--- src/rtl/reg_arb_pkg.sv ---
// Shared types for the register access arbiter: requester op codes and FSM states.
package reg_arb_pkg;

   typedef enum logic [1:0] {
      OP_READ  = 2'b00,
      OP_WRITE = 2'b01,
      OP_INC   = 2'b10,
      OP_CLEAR = 2'b11
   } op_t;

   typedef enum logic [1:0] {
      IDLE  = 2'b00,
      ISSUE = 2'b01,
      RESP  = 2'b10
   } state_t;

endpackage

--- src/rtl/rr_arbiter.sv ---
// Combinational round-robin pick: first eligible requester at or above the
// pointer, wrapping around. The pointer itself is stored by the parent.
//  eligible_i   : per-requester eligibility
//  rr_ptr_i     : current round-robin start index
//  grant_idx_c  : index of the selected requester (0 when none)
//  any_grant_c  : high when some requester is eligible
module rr_arbiter #(
   parameter int unsigned N_REQ = 4,
   localparam int unsigned IDX_W = $clog2(N_REQ)
) (
   input  logic [N_REQ-1:0] eligible_i,
   input  logic [IDX_W-1:0] rr_ptr_i,
   output logic [IDX_W-1:0] grant_idx_c,
   output logic             any_grant_c
);

   // Scan N_REQ positions starting at the pointer; keep the first hit.
   always_comb begin
      grant_idx_c = '0;
      any_grant_c = 1'b0;
      for (int unsigned k = 0; k < N_REQ; k++) begin
         int unsigned idx;
         idx = 32'(rr_ptr_i) + k;
         if (idx >= N_REQ) idx = idx - N_REQ;
         if (!any_grant_c && eligible_i[IDX_W'(idx)]) begin
            any_grant_c = 1'b1;
            grant_idx_c = IDX_W'(idx);
         end
      end
   end

endmodule

--- src/rtl/reg_access_arbiter.sv ---
// Shares one regstr register between N_REQ requesters. A round-robin grant
// selects one op, the FSM pulses the matching regstr control for one cycle,
// then returns the post-op register value with a one-cycle ack.
//  clk, rst_s        : clock, synchronous active-high reset
//  req, op, wdata    : per-requester request, op code and write data
//  ack, rdata        : one-hot completion pulse and post-op register value
//  busy              : high while an op is in flight
//  reg_we/inc/clr    : regstr controls, at most one high, one cycle per op
//  reg_din, reg_dout : regstr data in / data out
module reg_access_arbiter
   import reg_arb_pkg::*;
#(
   parameter int unsigned WIDTH = 32,
   parameter int unsigned N_REQ = 4
) (
   input  logic                   clk,
   input  logic                   rst_s,
   input  logic [N_REQ-1:0]       req,
   input  logic [2*N_REQ-1:0]     op,
   input  logic [WIDTH*N_REQ-1:0] wdata,
   output logic [N_REQ-1:0]       ack,
   output logic [WIDTH-1:0]       rdata,
   output logic                   busy,
   output logic                   reg_we,
   output logic                   reg_inc,
   output logic                   reg_clr,
   output logic [WIDTH-1:0]       reg_din,
   input  logic [WIDTH-1:0]       reg_dout
);

   localparam int unsigned IDX_W = $clog2(N_REQ);

   state_t             state_q, state_d;
   logic [IDX_W-1:0]   rr_ptr_q, rr_ptr_d;
   logic [IDX_W-1:0]   grant_q, grant_d;
   logic [N_REQ-1:0]   ack_q, ack_d;
   logic [WIDTH-1:0]   rdata_q, rdata_d;
   logic               busy_q, busy_d;
   logic               we_q, we_d;
   logic               inc_q, inc_d;
   logic               clr_q, clr_d;
   logic [WIDTH-1:0]   din_q, din_d;

   logic [N_REQ-1:0]   eligible;
   logic [IDX_W-1:0]   grant_idx_c;
   logic               any_grant_c;
   op_t                op_sel;
   logic [WIDTH-1:0]   wdata_sel;

   // A requester still holding req during its own ack cycle is not re-granted.
   assign eligible = req & ~ack_q;

   rr_arbiter #(.N_REQ(N_REQ)) u_rr (
      .eligible_i  (eligible),
      .rr_ptr_i    (rr_ptr_q),
      .grant_idx_c (grant_idx_c),
      .any_grant_c (any_grant_c)
   );

   // Capture mux for the winning requester's op and data.
   assign op_sel    = op_t'(op[{grant_idx_c, 1'b0} +: 2]);
   assign wdata_sel = wdata[32'(grant_idx_c) * WIDTH +: WIDTH];

   // Next-state and registered-output logic.
   always_comb begin
      state_d  = state_q;
      rr_ptr_d = rr_ptr_q;
      grant_d  = grant_q;
      ack_d    = '0;
      rdata_d  = rdata_q;
      busy_d   = 1'b0;
      we_d     = 1'b0;
      inc_d    = 1'b0;
      clr_d    = 1'b0;
      din_d    = din_q;

      case (state_q)
         IDLE: begin
            if (any_grant_c) begin
               grant_d = grant_idx_c;
               busy_d  = 1'b1;
               state_d = ISSUE;
               case (op_sel)
                  OP_READ:  ;
                  OP_WRITE: begin
                     we_d  = 1'b1;
                     din_d = wdata_sel;
                  end
                  OP_INC:   inc_d = 1'b1;
                  OP_CLEAR: clr_d = 1'b1;
               endcase
            end
         end
         ISSUE: begin
            // regstr applies the control on the edge that leaves this state.
            busy_d  = 1'b1;
            state_d = RESP;
         end
         RESP: begin
            rdata_d         = reg_dout;
            ack_d[grant_q]  = 1'b1;
            rr_ptr_d        = (32'(grant_q) == N_REQ - 1) ? '0 : grant_q + IDX_W'(1);
            state_d         = IDLE;
         end
         default: state_d = IDLE;
      endcase
   end

   // State and output registers.
   always_ff @(posedge clk) begin
      if (rst_s) begin
         state_q  <= IDLE;
         rr_ptr_q <= '0;
         grant_q  <= '0;
         ack_q    <= '0;
         rdata_q  <= '0;
         busy_q   <= 1'b0;
         we_q     <= 1'b0;
         inc_q    <= 1'b0;
         clr_q    <= 1'b0;
         din_q    <= '0;
      end else begin
         state_q  <= state_d;
         rr_ptr_q <= rr_ptr_d;
         grant_q  <= grant_d;
         ack_q    <= ack_d;
         rdata_q  <= rdata_d;
         busy_q   <= busy_d;
         we_q     <= we_d;
         inc_q    <= inc_d;
         clr_q    <= clr_d;
         din_q    <= din_d;
      end
   end

   assign ack     = ack_q;
   assign rdata   = rdata_q;
   assign busy    = busy_q;
   assign reg_we  = we_q;
   assign reg_inc = inc_q;
   assign reg_clr = clr_q;
   assign reg_din = din_q;

endmodule

--- config.mk ---
export PLATFORM = sky130hd
export DESIGN_NAME = reg_access_arbiter
export DESIGN_NICKNAME = d
export VERILOG_FILES = /design/src/rtl/reg_arb_pkg.sv /design/src/rtl/rr_arbiter.sv /design/src/rtl/reg_access_arbiter.sv
export SDC_FILE = /design/constraint.sdc
export NUM_CORES = 1
export LEC_CHECK = 0
export CORE_MARGIN = 3
export CORE_UTILIZATION = 34
export DETAILED_ROUTE_END_ITERATION = 8
export HOLD_SLACK_MARGIN = 0.12
export PLACE_DENSITY = 0.76
export SLEW_MARGIN = 20
export SYNTH_ARGS = -nofsm -noshare
export SYNTH_HDL_FRONTEND = slang
export SYNTH_SLANG_ARGS = --single-unit
--- constraint.sdc ---
create_clock -name clk -period 1.9 [get_ports clk]
set_input_delay 0.38 -clock clk [delete_from_list [all_inputs] [get_ports clk]]
set_output_delay 0.38 -clock clk [all_outputs]
set_load 0.1 [all_outputs]
run_1/power_grid.png
Scale bar: 20 um. Pins as bars on the die edge.
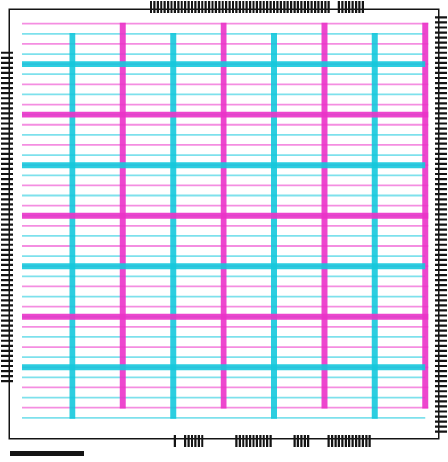
VSS: drawn in cyan. VDD: drawn in magenta.
The core has 39 rows. 40 met1 rails follow the rows.

run_1/placement_by_type.png
Scale bar: 20 um.
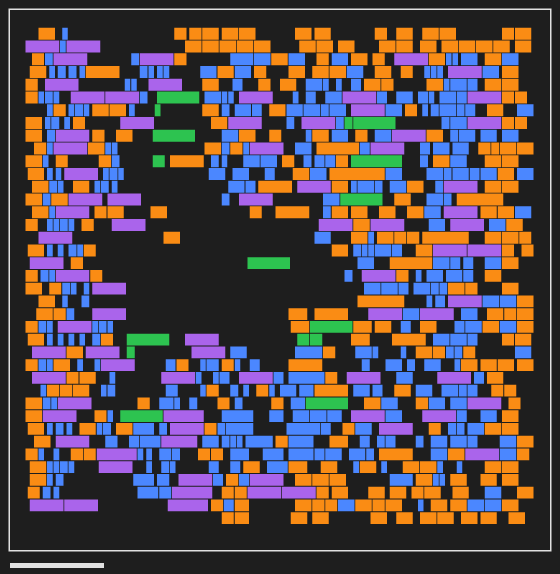
combinational and other logic: drawn in blue, cells 355. other buffers and delay cells: drawn in orange, cells 287. flops: drawn in purple, cells 78. clock drivers and dummy loads: drawn in green, cells 16.

==> results.txt, run 1 <==
This memo summarizes the results of the implementation run.

Logic synthesis
In this run the mean area of a mapped cell was 8.555 um2. Synthesis produced a netlist with a net count of 652. The commonest cells after synthesis are nand2_1 (101), dfxtp_1 (78), mux2i_1 (68). Per the synth stats, the proportion of register bits with asynchronous set or reset is 0%. Summing every instance area after synthesis gives 4055 um2. The post-synth count of flops with an enable pin is 0. The cell with the most instances after synthesis is nand2_1. The synthesis log from Yosys contains 0 warnings. Yosys reports a chip area of 4055 um2. The number of distinct library cell variants in the gate-level netlist after synthesis is 29. The cell count listed in synth_stat.txt is 474. The sequential area share after synthesis is 38.51%. The largest total area in the synthesized netlist belongs to dfxtp_1.

Looking at the cell usage after synthesis, the top flip-flop cell is dfxtp_1. The synthesis report lists the most area-consuming cells as dfxtp_1 (39%), mux2i_1 (17%), nand2_1 (9.3%).

Power
Registers are responsible for 31.9% of the overall power. The script computed the net switching share of total power as 35.37%. The internal power contribution is 3649 uW. The portion of total power attributed to the clock network is 30.4%. The part of the power in combinational logic is 37.8%.

The net switching power figure is 1997 uW. Total power for the finished layout comes to 5646 uW. In this run the power density over the cells is 774.9 nW/um2. Summed over all cells, the static leakage comes to 0.003265 uW.

Setup path
The length in cells of the worst reg-to-reg path is 10. The worst setup path is of the input port to register kind. The capture point of the worst register-to-register path is recorded as reg_din[23]$_SDFFE_PP0P_. In this run the worst path has a maximum fanout of 7. The cell type of the slowest stage on the worst timing path is clkdlybuf4s50_1. Walking the worst path, the cells encountered are clkdlybuf4s50_1 -> nor2b_1 -> a32oi_2 -> buf_4 -> buf_6 -> nand4b_1 -> o21ai_4 -> a22oi_4 -> buf_6 -> buf_12 -> mux2i_1. The worst-case reg-to-reg setup slack stands at -0.22 ns. The launch point of the worst reg-to-reg path is ack[1]$_SDFF_PP0_.

Data on the critical path arrives at its endpoint at 2.38 ns. The worst path buffer plus inverter count is 5. STA classifies the critical path startpoint as an input port.

The most used cell along the critical path is buf_6. Grouping stages by cell kind, the critical path spends the most delay in buffers and inverters.

CTS
On the reported timing paths, the clock transition at the registers reads 0.06 ns. The insertion delay at the late pin of the worst-skew pair is 0.33 ns. Clock tree synthesis found a total of 78 sinks. The clock buffer count from CTS is 9. Hold repair after CTS inserted 0 buffers. After clock tree synthesis, the setup repair step added 2 buffers.

Per the CTS log, the root buffer master is clkbuf_16.

Floorplanning
The floorplan step records an initial core utilization of 35.21%. The chip occupies 13,270 um2. The I/O pin count is 246. The die extent in x is 115.2 um. The height of the chip is 115.2 um.

Placement
The number of placed instances, taps included, is 853. The number of input and output port buffers inserted is 245. Detailed placement ended at an HPWL of 11.32 mm.

GRT
met1 track demand over resource after global routing is 23.86%. Entering global routing, the biggest net connects 51 pins. The global-route met2 utilization is 39.00%. The first-pass GRT wire length is 22.74 mm. The number of global-route vias before repair was 4,562. The number of antenna violations at the first check in global routing is 1. The met3 track utilization from global routing is 7.368%.

Timing
The setup-violating endpoint count in the final report is 35. The max-slew violation count is 0. The worst-case max-slew headroom was logged as 68.35%. For the final database, setup skew stands at 0.005635 ns. The worst path in the final design needs a cycle of 2.123 ns, including I/O delays and setup. After layout, the worst path uses 111.7% of the clock period. After layout, the worst setup slack is -0.2232 ns. In the final timing run, aggregate negative setup slack is -6.768 ns. Setup repair after global routing could not meet its margin everywhere.

The tightest hold path in the finished design has a slack of 0.4595 ns.

Routing
The routed length per instance is 17.39 um. The iteration tally of the first detailed-router pass is 4. The detailed router reported a total wirelength of 15.31 mm.

The DRC violations left is 0. Per the detail_route report, vias per standard cell equal 5.093. The met1 wire length is 5.713 mm. The highest routed metal layer is met4.

Min path
Note that the worst hold path type here is register to register. The startpoint identified for the worst hold timing path is rdata[9]$_SDFFE_PP0N_. The worst hold path depth is 2.

The hold-critical path endpoint is rdata[9]$_SDFFE_PP0N_.

Finish
According to the finish report, the design has a final net count of 909. Counting only logic cells after layout, the most numerous master is clkdlybuf4s50_1. In the layout the commonest cells are clkdlybuf4s50_1 (170), nand2_1 (100), buf_4 (93), dfxtp_1 (73), a21oi_1 (67). The finished cells cover 7287 um2. The non-filler instance count after layout is 880.

Outcome
The flow ran to the end, but the final reports show violations. The checks that failed: negative setup slack.
run_1/clk_routes.png
Scale bar: 20 um.
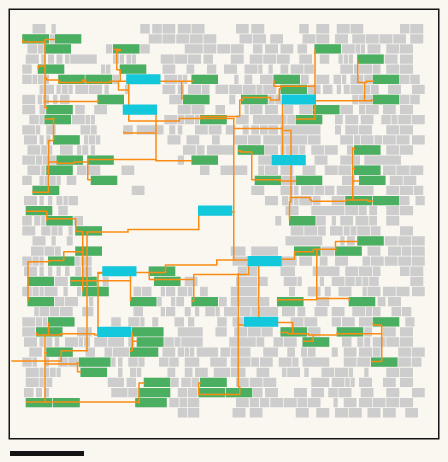
clock drivers: drawn in cyan, count 9. flip-flops: drawn in green, count 78. clock wires: drawn in orange, length 1,100 um.
There are 10 routed clock nets. Position of the flops: widely spread.

## run 1: registers in the layout, indices dropped and copies added (netlist names)
name / cells
ack: 4
busy: 1
rr_ptr_q: 2
reg_clr: 1
reg_we: 1
rdata: 32
reg_inc: 1
state_q: 2
reg_din: 32
grant_q: 2
## run 1: how the worst max path moves through the flow
stage,from,end,cells after the start
finish,req[2],reg_din[24]$_SDFFE_PP0P_,11
global placement,req[1],reg_din[30]$_SDFFE_PP0P_,8
floorplan,ack[1]$_SDFF_PP0_,reg_din[23]$_SDFFE_PP0P_,8
CTS,req[2],reg_din[8]$_SDFFE_PP0P_,10
global route,rr_ptr_q[1]$_SDFFE_PP0N_,reg_din[11]$_SDFFE_PP0P_,10
detailed placement,req[1],reg_din[17]$_SDFFE_PP0P_,8
## run 1: power by group through the flow
stage	clock, uW	combinational [uW]	sequential (uW)
6_report	1720	2130	1800
5_1_grt	1810	2240	1810
4_1_cts	1740	2090	1800
3_5_place_dp	0	1990	1830
3_3_place_gp	0	1960	1830
2_1_floorplan	0	592	2480
## run 1: cell type report
cell class	count	area (um2)
fillers	948	4229
repair buffers	287	2835
multi-input cells	351	2386
flip-flops and latches	78	1578
clock buffers	10	229.0
well taps	143	178.9
clock inverters	6	62.56
inverters	4	15.01
diodes	1	2.502
## run 1: kinds of logic (layout without fill, tap and decap cells)
logic type | Yosys count | count (layout) | synth area share, %
AND/OR/NAND/NOR | 169 | 169 | 19.84
AND-OR/OR-AND | 108 | 108 | 18.02
flip-flops | 78 | 78 | 38.51
other | 0 | 1 | 0
adder cells (fa/ha/maj) | 4 | 4 | 1.234
multiplexers | 70 | 70 | 17.34
buffers and inverters | 45 | 307 | 5.060
--- run 2 (diff from run 1) ---
--- a/config.mk
+++ b/config.mk
@@ -10,6 +10,7 @@
 export DETAILED_ROUTE_END_ITERATION = 8
 export HOLD_SLACK_MARGIN = 0.12
 export PLACE_DENSITY = 0.76
+export SETUP_SLACK_MARGIN = 0.15
 export SLEW_MARGIN = 20
 export SYNTH_ARGS = -nofsm -noshare
 export SYNTH_HDL_FRONTEND = slang
==> run 2 against run 1 <==
Non-clock buffer count stayed put. The run still ends with negative setup slack left. Core utilization about the same. Critical path type unchanged. Maximum frequency increased by 0.31%. First-iteration DRC count rose by 9.2%.
==> results.txt, run 2 <==
This memo summarizes the results of the implementation run.

Routing
The DRC violations left is 0 (unchanged). The routed length per instance is 17.40 um (was 17.39 um). The vias per cell is 5.125 (was 5.093).

The total detailed-routing wirelength is 15.32 mm (was 15.31 mm). The iteration tally of the first detailed-router pass is 4 (unchanged).

Timing
The aggregate negative setup slack came to -6.586 ns (was -6.768 ns). The max-slew violation count came to 0 (unchanged). The share of the clock period used by the worst path after layout is 111.4% (was 111.7%). Setup repair after global routing missed its margin: true (unchanged). The setup-violating endpoint count in the final report is 35 (unchanged). The final worst slack is -0.2166 ns (was -0.2232 ns). The maximum clock skew at final layout is 0.004579 ns (was 0.005635 ns).

Logic synthesis
The average footprint of a synthesized cell was 8.555 um2 (unchanged). Leading post-synthesis cells by cell area: dfxtp_1 (39%), mux2i_1 (17%), nand2_1 (9.3%) (unchanged). The cell count listed in synth_stat.txt was 474 (unchanged). The xor/xnor share of the synthesized area was 0% (unchanged). The number of distinct library cell variants in the gate-level netlist after synthesis is 29 (unchanged). The cell with the most instances after synthesis is nand2_1 (unchanged).

The total of warnings raised by yosys was 0 (unchanged). The fraction of registers with async set or reset after synthesis is 0% (unchanged). The multiplexer share of the synthesized area is 17.34% (unchanged). The chip area in the Yosys report is 4055 um2 (unchanged).

Top cells by count, synth: nand2_1 (101), dfxtp_1 (78), mux2i_1 (68) (unchanged). The top logic cell family in the synthesized netlist is simple AND/OR/NAND/NOR gates (unchanged). The sequential area share after synthesis is 38.51% (unchanged). The largest area contributor in the netlist is dfxtp_1 (unchanged). The total nets after synthesis is 652 (unchanged).

Power
The leakage power came to 0.003264 uW (was 0.003265 uW). The total power is 5650 uW (was 5646 uW).

Setup path
The critical setup path kind is input port to register (unchanged). The data arrival at the endpoint of the critical path is 2.37 ns (was 2.38 ns). Cells traversed along the worst timing path: clkdlybuf4s50_1 -> nor2b_1 -> a32oi_2 -> buf_4 -> buf_6 -> nand4b_1 -> o21ai_4 -> a22oi_4 -> buf_6 -> buf_12 -> mux2i_1 (unchanged).

The worst path buffer plus inverter count came to 5 (unchanged). The setup slack of the worst register-to-register path is -0.21 ns (was -0.22 ns). The launch point of the worst reg-to-reg path is ack[1]$_SDFF_PP0_ (unchanged). The most used cell along the critical path is buf_6 (unchanged).

The largest fanout on the critical path was 7 (unchanged).

Placement
The cell count after placement is 853 (unchanged). The number of input and output port buffers inserted is 245 (unchanged). The placed wire-length estimate after detailed placement is 11.32 mm (unchanged).

Finish
The final layout net count is 909 (unchanged). Top Layout Cells: clkdlybuf4s50_1 (170), nand2_1 (100), buf_4 (93), dfxtp_1 (73), a21oi_1 (67) (unchanged). The area taken by multi-input logic gates is 2389 um2 (was 2386 um2). The register area is 1578 um2 (unchanged).

The most common library cell in the layout ignoring fill and taps is clkdlybuf4s50_1 (unchanged). The post-route cell area came to 7289 um2 (was 7287 um2).

Min path
The origin of the worst min-delay path is rdata[9]$_SDFFE_PP0N_ (unchanged). The worst hold path depth is 2 (unchanged). The worst hold-check path type is register to register (unchanged). The hold-critical path endpoint is rdata[9]$_SDFFE_PP0N_ (unchanged).

CTS
The clock slew seen by the registers of the worst setup and hold paths was 0.06 ns (about the same). The insertion delay at the late pin of the worst-skew pair came to 0.33 ns (about the same). The cell at the root of the clock tree was clkbuf_16 (unchanged). The total number of clock tree sinks came to 78 (unchanged).

GRT
The number of antenna violations at the first check in global routing is 1 (unchanged). The number of global-route vias before repair is 4,562 (unchanged).

Outcome
Violations in the final reports: negative setup slack (unchanged). Outcome: finished, violations left (unchanged).

Floorplanning
The I/O pin count is 246 (unchanged). The area of the die came to 13,270 um2 (unchanged). The die extent in x was 115.2 um (unchanged).
-- run 2: cell counts after synthesis --
Identical to the previous run, type by type.
-- run 2: metal layers --
metal | wire, um | vias to the layer above | GRT usage (%)
met5 | 0 | - | 0
met4 | 299 | 0 | 7.746
met3 | 1539 | 23 | 7.368
met2 | 7763 | 218 | 39.00
met1 | 5713 | 2094 | 23.86
li1 | - | 2175 | -
-- run 2: repair_timing --
| item | CTS | global route |
|---|---|---|
| cloned | 4 | 2 |
| pin swaps | 4 | 19 |
| resized | 15 | 13 |
| hold buffers | 0 | 0 |
| setup endpoints to repair | 37 | 37 |
| setup buffers | 2 | 2 |
-- run 2: worst max path at each step --
| stage | endpoint | slack, ns | from | depth (start not counted) |
|---|---|---|---|---|
| floorplan | reg_din[23]$_SDFFE_PP0P_ | -0.22 | ack[1]$_SDFF_PP0_ | 8 |
| global placement | reg_din[30]$_SDFFE_PP0P_ | -0.73 | req[1] | 8 |
| detailed placement | reg_din[17]$_SDFFE_PP0P_ | -0.77 | req[1] | 8 |
| CTS | reg_din[8]$_SDFFE_PP0P_ | -0.24 | req[2] | 10 |
| global route | reg_din[11]$_SDFFE_PP0P_ | -0.31 | rr_ptr_q[1]$_SDFFE_PP0N_ | 10 |
| finish | reg_din[16]$_SDFFE_PP0P_ | -0.22 | req[2] | 11 |
-- run 2: report_power, final --
part | leakage, uW | switching (uW) | total [uW] | internal, uW
Combinational | 0.00249 | 1230 | 2130 | 902
Clock | 0.000134 | 704 | 1720 | 1010
Sequential | 0.000638 | 64.5 | 1800 | 1730
-- run 2: cell type report --
class	count	share of cell area, %
Antenna cell	1	0.03433
Clock buffer	10	3.141
Clock inverter	6	0.8582
Inverter	4	0.2060
Multi-Input combinational cell	351	32.77
Sequential cell	78	21.64
Tap cell	143	2.455
Timing Repair Buffer	287	38.89
run_2/wires.png
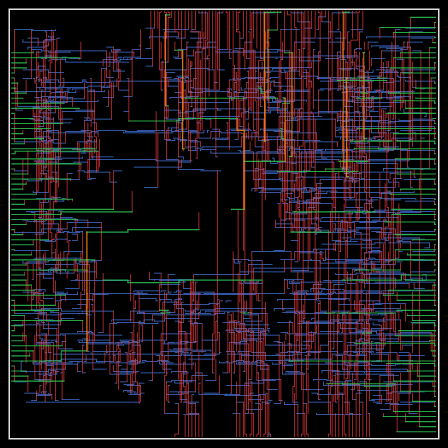
metal 4: drawn in orange, wire length 299 um. metal 2: drawn in red, wire length 7,760 um. metal 3: drawn in green, wire length 1,540 um. metal 1: drawn in blue, wire length 5,710 um.

run_2/power_grid.png
Scale bar: 20 um. Pins as bars on the die edge.
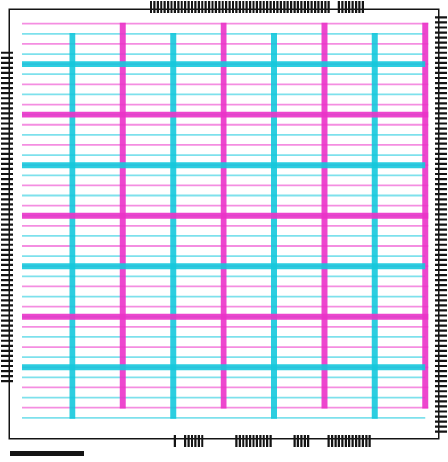
vertical die dimension: 115.2 um
core region area: 11,520 um2

No activity file was given, so power comes from the tool's default toggle rates.
